## src/rtl/fifo_pkg.sv

```systemverilog
// Shared constants for the FIFO stream reader: FSM encodings and the
// buffer occupancy helper used to throttle FIFO reads.
package fifo_pkg;

  localparam int STATE_W = 2;

  localparam logic [STATE_W-1:0] IDLE  = 2'd0;
  localparam logic [STATE_W-1:0] RUN   = 2'd1;
  localparam logic [STATE_W-1:0] FLUSH = 2'd2;
  localparam logic [STATE_W-1:0] DONE  = 2'd3;

  // Beats that will occupy the output buffer after this edge: stored + arriving - leaving.
  function automatic logic [2:0] occupancy(input logic [1:0] cnt,
                                           input logic       inflight,
                                           input logic       pop);
    return {1'b0, cnt} + {2'b00, inflight} - {2'b00, pop};
  endfunction

endpackage

```

## src/rtl/fifo_skid_buf.sv

```systemverilog
// Two-entry in-order output buffer; entry 0 is always the oldest beat and
// is what the stream side sees, so it only moves on a pop.
module fifo_skid_buf #(
  parameter int DATA_WIDTH = 8
) (
  input  logic                  clk,
  input  logic                  rst,
  input  logic                  i_capture,
  input  logic                  i_pop,
  input  logic [DATA_WIDTH-1:0] i_data,
  output logic                  o_valid,
  output logic [DATA_WIDTH-1:0] o_data,
  output logic [1:0]            o_count
);

  logic [DATA_WIDTH-1:0] r_mem0;
  logic [DATA_WIDTH-1:0] r_mem1;
  logic [1:0]            r_cnt;

  // Storage and count update; caller guarantees no pop when empty and no capture when full.
  always_ff @(posedge clk) begin
    if (!rst) begin
      r_cnt  <= 2'd0;
      r_mem0 <= {DATA_WIDTH{1'b0}};
      r_mem1 <= {DATA_WIDTH{1'b0}};
    end else begin
      case ({i_capture, i_pop})
        2'b10: begin
          if (r_cnt == 2'd0) r_mem0 <= i_data;
          else               r_mem1 <= i_data;
          r_cnt <= r_cnt + 2'd1;
        end
        2'b01: begin
          r_mem0 <= r_mem1;
          r_cnt  <= r_cnt - 2'd1;
        end
        2'b11: begin
          if (r_cnt == 2'd1) begin
            r_mem0 <= i_data;
          end else begin
            r_mem0 <= r_mem1;
            r_mem1 <= i_data;
          end
        end
        default: begin
          r_cnt <= r_cnt;
        end
      endcase
    end
  end

  assign o_valid = (r_cnt != 2'd0);
  assign o_data  = r_mem0;
  assign o_count = r_cnt;

endmodule

```

## src/rtl/fifo_stream_reader.sv

```systemverilog
// Reads a burst of len beats from a registered-output FIFO and streams them
// out with valid/ready. Optional stall counter: FIFO_STREAM_READER_STALL_CNT_EN.
module fifo_stream_reader
  import fifo_pkg::*;
#(
  parameter int DATA_WIDTH = 8,
  parameter int LEN_WIDTH  = 8
) (
  input  logic                  clk,
  input  logic                  rst,
  input  logic                  start,
  input  logic [LEN_WIDTH-1:0]  len,
  output logic                  busy,
  output logic                  done,
  input  logic                  fifo_empty,
  output logic                  fifo_r_en,
  input  logic [DATA_WIDTH-1:0] fifo_data,
`ifdef FIFO_STREAM_READER_STALL_CNT_EN
  output logic [15:0]           stall_cnt,
`endif
  output logic                  m_valid,
  input  logic                  m_ready,
  output logic [DATA_WIDTH-1:0] m_data
);

  localparam logic [LEN_WIDTH-1:0] LEN_ZERO = {LEN_WIDTH{1'b0}};
  localparam logic [LEN_WIDTH-1:0] LEN_ONE  = {{(LEN_WIDTH-1){1'b0}}, 1'b1};

  logic [STATE_W-1:0]   r_state;
  logic [LEN_WIDTH-1:0] r_remaining;
  logic                 r_inflight;
  logic                 w_pop;
  logic                 w_rd_en;
  logic [1:0]           w_buf_cnt;

  assign w_pop = m_valid & m_ready;

  // Read only while the buffer can absorb every beat already committed to it.
  always_comb begin
    w_rd_en = 1'b0;
    if (rst && (r_state == RUN) && !fifo_empty && (r_remaining != LEN_ZERO) &&
        (occupancy(w_buf_cnt, r_inflight, w_pop) < 3'd2)) begin
      w_rd_en = 1'b1;
    end else begin
      w_rd_en = 1'b0;
    end
  end

  assign fifo_r_en = w_rd_en;

  // Burst sequencing and remaining-beat bookkeeping.
  always_ff @(posedge clk) begin
    if (!rst) begin
      r_state     <= IDLE;
      r_remaining <= LEN_ZERO;
    end else begin
      case (r_state)
        IDLE: begin
          if (start) begin
            if (len != LEN_ZERO) begin
              r_state     <= RUN;
              r_remaining <= len;
            end else begin
              r_state <= DONE;
            end
          end
        end
        RUN: begin
          if (w_rd_en) begin
            r_remaining <= r_remaining - LEN_ONE;
            if (r_remaining == LEN_ONE) r_state <= FLUSH;
          end
        end
        FLUSH: begin
          if (!r_inflight && (w_buf_cnt == 2'd0)) r_state <= DONE;
        end
        DONE: begin
          r_state <= IDLE;
        end
        default: begin
          r_state <= IDLE;
        end
      endcase
    end
  end

  // A read issued this cycle delivers its data next cycle.
  always_ff @(posedge clk) begin
    if (!rst) r_inflight <= 1'b0;
    else      r_inflight <= w_rd_en;
  end

  fifo_skid_buf #(
    .DATA_WIDTH(DATA_WIDTH)
  ) u_buf (
    .clk       (clk),
    .rst       (rst),
    .i_capture (r_inflight),
    .i_pop     (w_pop),
    .i_data    (fifo_data),
    .o_valid   (m_valid),
    .o_data    (m_data),
    .o_count   (w_buf_cnt)
  );

  assign busy = (r_state == RUN) || (r_state == FLUSH);
  assign done = (r_state == DONE);

`ifdef FIFO_STREAM_READER_STALL_CNT_EN
  logic [15:0] r_stall_cnt;

  // Saturating count of cycles the downstream holds off a valid beat.
  always_ff @(posedge clk) begin
    if (!rst) begin
      r_stall_cnt <= 16'd0;
    end else if ((r_state == IDLE) && start) begin
      r_stall_cnt <= 16'd0;
    end else if (m_valid && !m_ready && (r_stall_cnt != 16'hFFFF)) begin
      r_stall_cnt <= r_stall_cnt + 16'd1;
    end else begin
      r_stall_cnt <= r_stall_cnt;
    end
  end

  assign stall_cnt = r_stall_cnt;
`endif

endmodule

```

## config.mk

```make
export PLATFORM = sky130hd
export DESIGN_NAME = fifo_stream_reader
export DESIGN_NICKNAME = d
export VERILOG_FILES = /design/src/rtl/fifo_pkg.sv /design/src/rtl/fifo_skid_buf.sv /design/src/rtl/fifo_stream_reader.sv
export SDC_FILE = /design/constraint.sdc
export NUM_CORES = 1
export LEC_CHECK = 0
export CORE_MARGIN = 2
export CORE_UTILIZATION = 35
export DETAILED_ROUTE_END_ITERATION = 8
export PLACE_DENSITY = 0.69
export SETUP_SLACK_MARGIN = 0.1
export SYNTH_ARGS = -nofsm -noshare
export SYNTH_HDL_FRONTEND = slang
export SYNTH_SLANG_ARGS = --single-unit
export TNS_END_PERCENT = 50
```

## constraint.sdc

```tcl
create_clock -name clk -period 7.55 [get_ports clk]
set_input_delay 1.51 -clock clk [delete_from_list [all_inputs] [get_ports clk]]
set_output_delay 1.51 -clock clk [all_outputs]
set_load 0.03 [all_outputs]
```

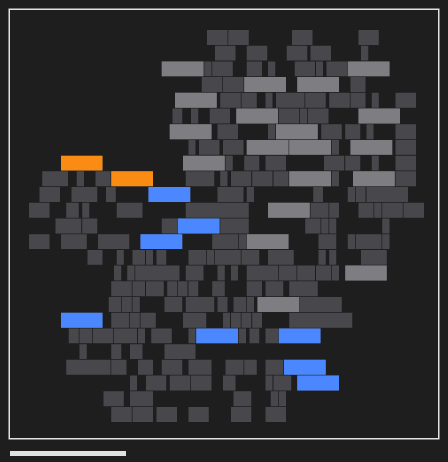
**Above:** run 1 (sequential cells grouped by signal name).
The bar under the picture is 20 um long. Other sequential cells in the stronger gray, the rest of the logic in the fainter gray.
- orange: r_state (sequential cells 2)
- blue: r_remaining (sequential cells 8)
- not colored: 19

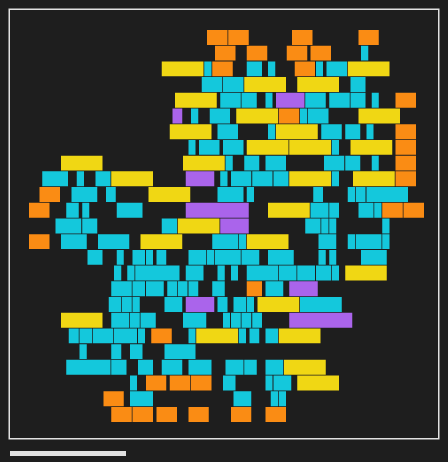
**Above:** run 1 (cell classes on the final placement).
The bar under the picture is 20 um long.
- orange: other buffers and delay cells (cells 33; share of their area 15%)
- purple: clock drivers and dummy loads (cells 8; share of their area 6.2%)
- yellow: flops (cells 29; share of their area 27%)
- cyan: combinational and other logic (cells 150; share of their area 51%)

==> results.cfg, run 1 <==
; physical design summary
[status]
outcome = complete, no violations

[route]
drtAntennaViolNets = 0
top_layer = met4
drc = 0
via_per_inst = 5.21
wl_met1_um = 1870
dr_wl_met3_um = 225
dr.pass1.iters = 4
drt_iter0_markers = 88
wl_met2_um = 1770
wl_um = 3970
wire_per_inst_um = 13.8
vias = 1495

[logic_synthesis]
synth.distinct_cells = 53
avgSynthCellArea_um2 = 9.20
ys_seq_share_pct = 33.7
flop_cell = dfxtp_1
postSynthCellCount = 187
edf_count = 0
yosysWarnings = 0
numSynthFlops = 29
async_reset_ff_share_pct = 0
ys_cells = 187
syn_nets = 219
syn-cell-area_um2 = 1720
ys_chip_area_um2 = 1720

[clock_network]
root_buffer = clkbuf_8
cts_tree = yes
cts_resized = 0
hold_buffers = 0
insertion_delay_ps = 280
cts_setup_buffers = 0
clock_path_buffers = 2
clock_sinks = 29
cts_max_level = 2
path_clk_slew_ps = 60
cts_buffers = 5

[timing]
fin_ws_ps = 1730
timing.final.crit_period_ps = 5820
hold_violations = 0
finalSetupTns_ps = 0
grt_setup_unrepaired = no
fin_hold_ws_ps = 490
fmax_ghz = 0.172
setup_violations = 0
slew_headroom_pct = 33.2
finalMaxSlewViolations = 0
period_used_pct = 77.1
finalClockSkew_ps = 8.99
worst_pin_slew_ps = 996

[critical_path]
critical-path-max-stage-delay_ps = 680
worstRegToRegCells = 13
r2r-end = r_remaining[6]
crit_chain = clkdlybuf4s50_1, nand2_1, xnor2_1, nand2_1, fa_1, nand4b_1, a311oi_2, buf_4, clkdlybuf4s50_1
crit_family = buffers and inverters
cp.depth = 9
start_kind = primary input
path_buffers = 3
cp-startpoint = m_ready
slowest_stage = clkdlybuf4s50_1
timing.rr.start = u_buf.o_count[1]
critPathRequiredTime_ps = 6040
worst-setup-path-type = primary input to primary output
critPathCaptureType = primary output
r2r_setup_slack_ps = 4490
crit_end = fifo_r_en
arrival_ps = 4310
path_max_fanout = 11

[power_and_ir_drop]
switchingPower_uw = 355
p_leak_uw = 0.000847
power_frac_seq_pct = 28.3
power.density_nw_per_um2 = 387
total_power_uw = 863
power.share.clock_pct = 22.4
comb_power_share_pct = 49.3
ir_drop_mv = 0.256
switching_share_pct = 41.2
intPower_uw = 508

[hold_path]
hp-start = u_buf.r_mem1[3]
hold_path.class = flop to flop
hold_path_end = u_buf.r_mem1[3]
whs_path_depth = 2

[cells_and_area]
nets = 251
post-route-util_pct = 47.2
fin_area_um2 = 2230
drive_gt1_share_pct = 10.0
lay_top_count = clkdlybuf4s50_1
finalNonFillerCells = 287
most-common-layout-cells = clkdlybuf4s50_1, dfxtp_1, nor2_1
diodes = 0
syn_to_final_growth_pct = 29.5
fillers = 444

[global_routing]
busiest_layer = met1
use_met2_pct = 22.1
grt_max_degree = 23
antenna_found_initial = 0
grt_pass1_wl_um = 6560
globalRouteOverflowTotal = 0
met1_usage_pct = 22.8
grt_use_total_pct = 15.8
grt_pass1_vias = 1341
met3_usage_pct = 3.79

[place]
dp_hpwl_um = 2920
gp_congestion = 0.846
io_buffers = 32
placed_cells = 279
dp_worst_setup_slack_ps = 1750
place_area_um2 = 2090

[floorplanning]
fp_util_pct = 36.4
rows = 25
core_um2 = 4720
chipArea_um2 = 5490
die_w_um = 74.1
die_h_um = 74.1
ios = 33

[flow_run]
warning_count = 33
maxCapViolations = 0
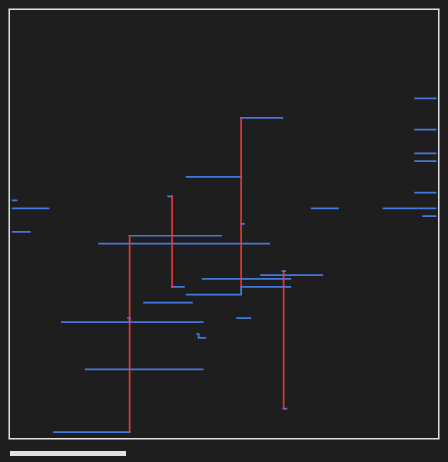
**Above:** run 1 (wiring by layer).
The bar under the picture is 20 um long. Only two layers are drawn.
- red: metal 4 (wire length 103 um)
- blue: metal 3 (wire length 225 um)

## run 1: cells in the mapped netlist (all sizes together), types with 2 or more instances
master / instances / share of area (%)
inv: 10 / 2.2
clkbuf: 4 / 0.95
a2bb2oi: 3 / 1.9
o211ai: 2 / 1.7
o21a: 2 / 0.87
nand4b: 2 / 1.0
nand4: 2 / 0.73
buf: 4 / 1.3
o221ai: 3 / 1.9
ha: 10 / 7.3
nand2: 15 / 3.7
dfxtp: 29 / 34
a311oi: 4 / 2.4
mux2i: 16 / 9.3
or4: 2 / 1.3
nor3: 4 / 1.5
a211oi: 13 / 6.4
and3: 4 / 1.5
nor2: 23 / 5.0
o21ai: 9 / 2.6
nor4: 2 / 1.6
nand3: 4 / 1.2
## run 1: cells by family after synthesis
kind of cell	Yosys count	synth area share [%]
AOI/OAI and AO/OA	45	22.1
xor gates and xnor gates	2	1.02
adders and majority gates	11	8.44
buffers and inverters	19	4.65
DFF	29	33.7
muxes	16	9.31
and+or+nand+nor	65	20.7
## run 1: area by class of cell
cell class | instances | area, um^2 | share of cell area (%)
Multi-Input combinational cell | 139 | 1060 | 47.6
Sequential cell | 29 | 581 | 26.1
Timing Repair Buffer | 33 | 328 | 14.7
Tap cell | 67 | 83.8 | 3.76
Clock buffer | 5 | 68.8 | 3.09
Clock inverter | 3 | 65.1 | 2.92
Inverter | 11 | 41.3 | 1.85
## run 1: power by group through the flow
| stage | Combinational (uW) | Clock [uW] | Sequential [uW] |
|---|---|---|---|
| after detailed placement | 423 | 0 | 247 |
| after global placement | 421 | 0 | 245 |
| after floorplan | 290 | 0 | 263 |
| final | 426 | 193 | 244 |
| after global routing | 470 | 203 | 250 |
| after CTS | 426 | 196 | 244 |
**Run 1: logic cells by family**

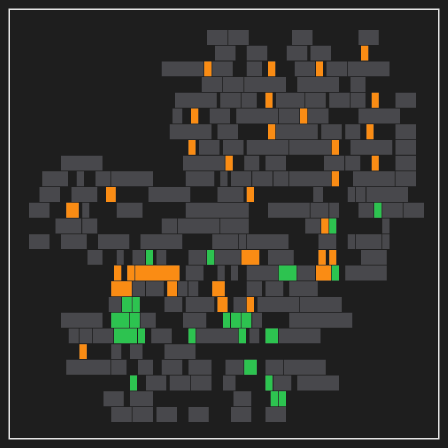

--- run 2 (diff from run 1) ---
Clock period 7.55 ns to 5.5 ns, I/O delays scaled along.
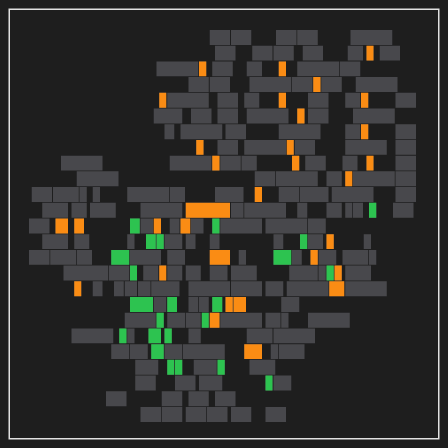
**Above:** run 2 (logic cells by family).
- green: NAND gates (cells 23)
- orange: NOR gates (cells 32)
Top cell excl fill/tap: clkdlybuf4s50_1
Finished Layout Cells: 287
logic share of the area: 48.6%

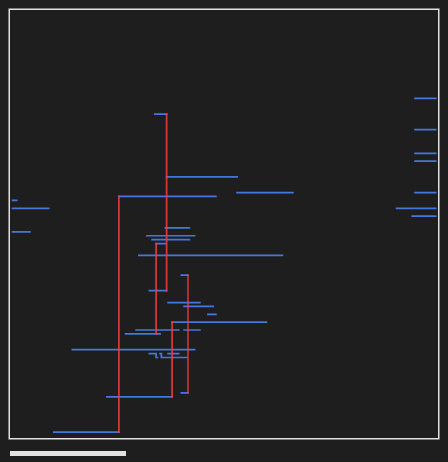
**Above:** run 2 (wiring by layer).
The bar under the picture is 20 um long. Only two layers are drawn.
- blue: metal 3 (wire length 227 um)
- red: metal 4 (wire length 120 um)
GRT Util Overall: 15.7%
drt wl/cell: 13.6 um
drt total wl: 3910 um
Via Count: 1527

==> results.cfg, run 2 <==
; physical design summary
[timing]
fmax_ghz = 0.201
timing.final.crit_period_ps = 4990
hold_violations = 0
setup_violations = 0
worst_pin_slew_ps = 1020
fin_ws_ps = 513
finalSetupTns_ps = 0
finalClockSkew_ps = 6.64
grt_setup_unrepaired = no
slew_headroom_pct = 31.5
period_used_pct = 90.7
finalMaxSlewViolations = 0

[hold_path]
hold_path_end = u_buf.r_mem1[7]
hp-start = u_buf.r_mem1[7]
whs_path_depth = 2
hold_path.class = flop to flop

[logic_synthesis]
syn_nets = 219
yosysWarnings = 0
ys_chip_area_um2 = 1720
numSynthFlops = 29
top_cell = dfxtp_1
ys_seq_share_pct = 33.7
flop_cell = dfxtp_1
syn-cell-area_um2 = 1720
avgSynthCellArea_um2 = 9.20
synth.distinct_cells = 53
ys_cells = 187
async_reset_ff_share_pct = 0
synthTopCellsByCount = dfxtp_1, nor2_1, mux2i_1
top_cell_area_share_pct = 33.7
edf_count = 0
synthTopCellsByArea = dfxtp_1, mux2i_1, ha_1
yosys.area.top_type = dfxtp_1
postSynthCellCount = 187

[clock_network]
insertion_delay_ps = 280
cts_max_level = 2
clock_path_buffers = 2
cts_tree = yes
root_buffer = clkbuf_8
path_clk_slew_ps = 70
cts_resized = 0
clock_sinks = 29
hold_buffers = 0
cts_buffers = 5
cts_setup_buffers = 0

[place]
gp_congestion = 0.925
dp_hpwl_um = 2930
io_buffers = 32
dp_worst_setup_slack_ps = 545

[critical_path]
critical-path-max-stage-delay_ps = 740
r2r_setup_slack_ps = 2290
path_max_fanout = 7
worstRegToRegCells = 13
worst-setup-path-type = primary input to primary output
r2r-end = r_remaining[6]
slowest_stage = clkdlybuf4s50_1
critPathCaptureType = primary output
start_kind = primary input
crit_chain = clkdlybuf4s50_1, nand2_1, xnor2_1, nand2_1, fa_1, nand4b_1, a311oi_2, clkdlybuf4s50_1
path_buffers = 2
arrival_ps = 3890
timing.rr.start = u_buf.o_count[1]
crit_family = buffers and inverters
critPathRequiredTime_ps = 4400

[floorplanning]
ios = 33
chipArea_um2 = 5490
die_w_um = 74.1
die_h_um = 74.1
rows = 25
core_um2 = 4720
fp_util_pct = 36.4

[global_routing]
antenna_found_initial = 0
grt_pass1_wl_um = 6570
grt_max_degree = 23
grt_pass1_vias = 1418
globalRouteOverflowTotal = 0

[route]
drt_iter0_markers = 86
dr.pass1.iters = 4
drtAntennaViolNets = 0
drc = 0
via_per_inst = 5.32

[status]
outcome = complete, no violations

[flow_run]
maxCapViolations = 0
warning_count = 33

[power_and_ir_drop]
power.density_nw_per_um2 = 500
p_leak_uw = 0.000823
ir_drop_mv = 0.304

[cells_and_area]
drive_gt1_share_pct = 10.0
most-common-layout-cells = clkdlybuf4s50_1, dfxtp_1, nor2_1
syn_to_final_growth_pct = 26.7
diodes = 0
nets = 251
-- run 2: cell type report --
type / count / area [um^2]
Fill cell: 457 / 2540
Multi-Input combinational cell: 139 / 1060
Sequential cell: 29 / 581
Timing Repair Buffer: 33 / 328
Tap cell: 67 / 83.8
Clock buffer: 5 / 68.8
Inverter: 11 / 41.3
Clock inverter: 3 / 17.5
-- run 2: worst max-delay path by stage --
stage                        from  slack, ps   endpoint  cells after the start
after floorplan           m_ready       1820  fifo_r_en                      7
after global placement    m_ready        570  fifo_r_en                      8
after detailed placement  m_ready        540  fifo_r_en                      8
after CTS                 m_ready        510  fifo_r_en                      8
after global routing      m_ready        320  fifo_r_en                      8
final                     m_ready        510  fifo_r_en                      8
-- run 2: power breakdown --
part	total, uW	switching, uW	internal, uW	leakage [uW]
sequential	332	62.3	270	0.000237
clock	171	84.2	87.1	0.0000439
combinational	587	340	248	0.000542
-- run 2: through the flow --
stage,std cells,cell area (um^2),util [%],power (uW),hold WS [ps]
floorplan,187,1720,-,758,460
global placement,279,2090,44.3,912,472
detailed placement,279,2090,44.3,917,481
CTS,287,2180,46.1,1090,499
global route,287,2180,46.1,1170,522
finish,287,2180,46.1,1090,495
-- run 2: kinds of logic after synthesis --
kind of cell    share of synthesized area, %
simple gates                            20.7
mux                                     9.31
compound gates                          22.1
buf+inv                                 4.65
xor+xnor                                1.02
flops                                   33.7
fa+ha+maj                               8.44
-- run 2: routing by layer --
metal / vias to the layer above / routed length, um / GRT usage, %
met5: - / 0 / 0
met4: 0 / 120 / 8.69
met3: 11 / 227 / 3.52
met2: 53 / 1750 / 23.9
met1: 703 / 1810 / 20.5
li1: 760 / - / -
Power figures rest on the tool's default switching activity, not on a simulated workload.
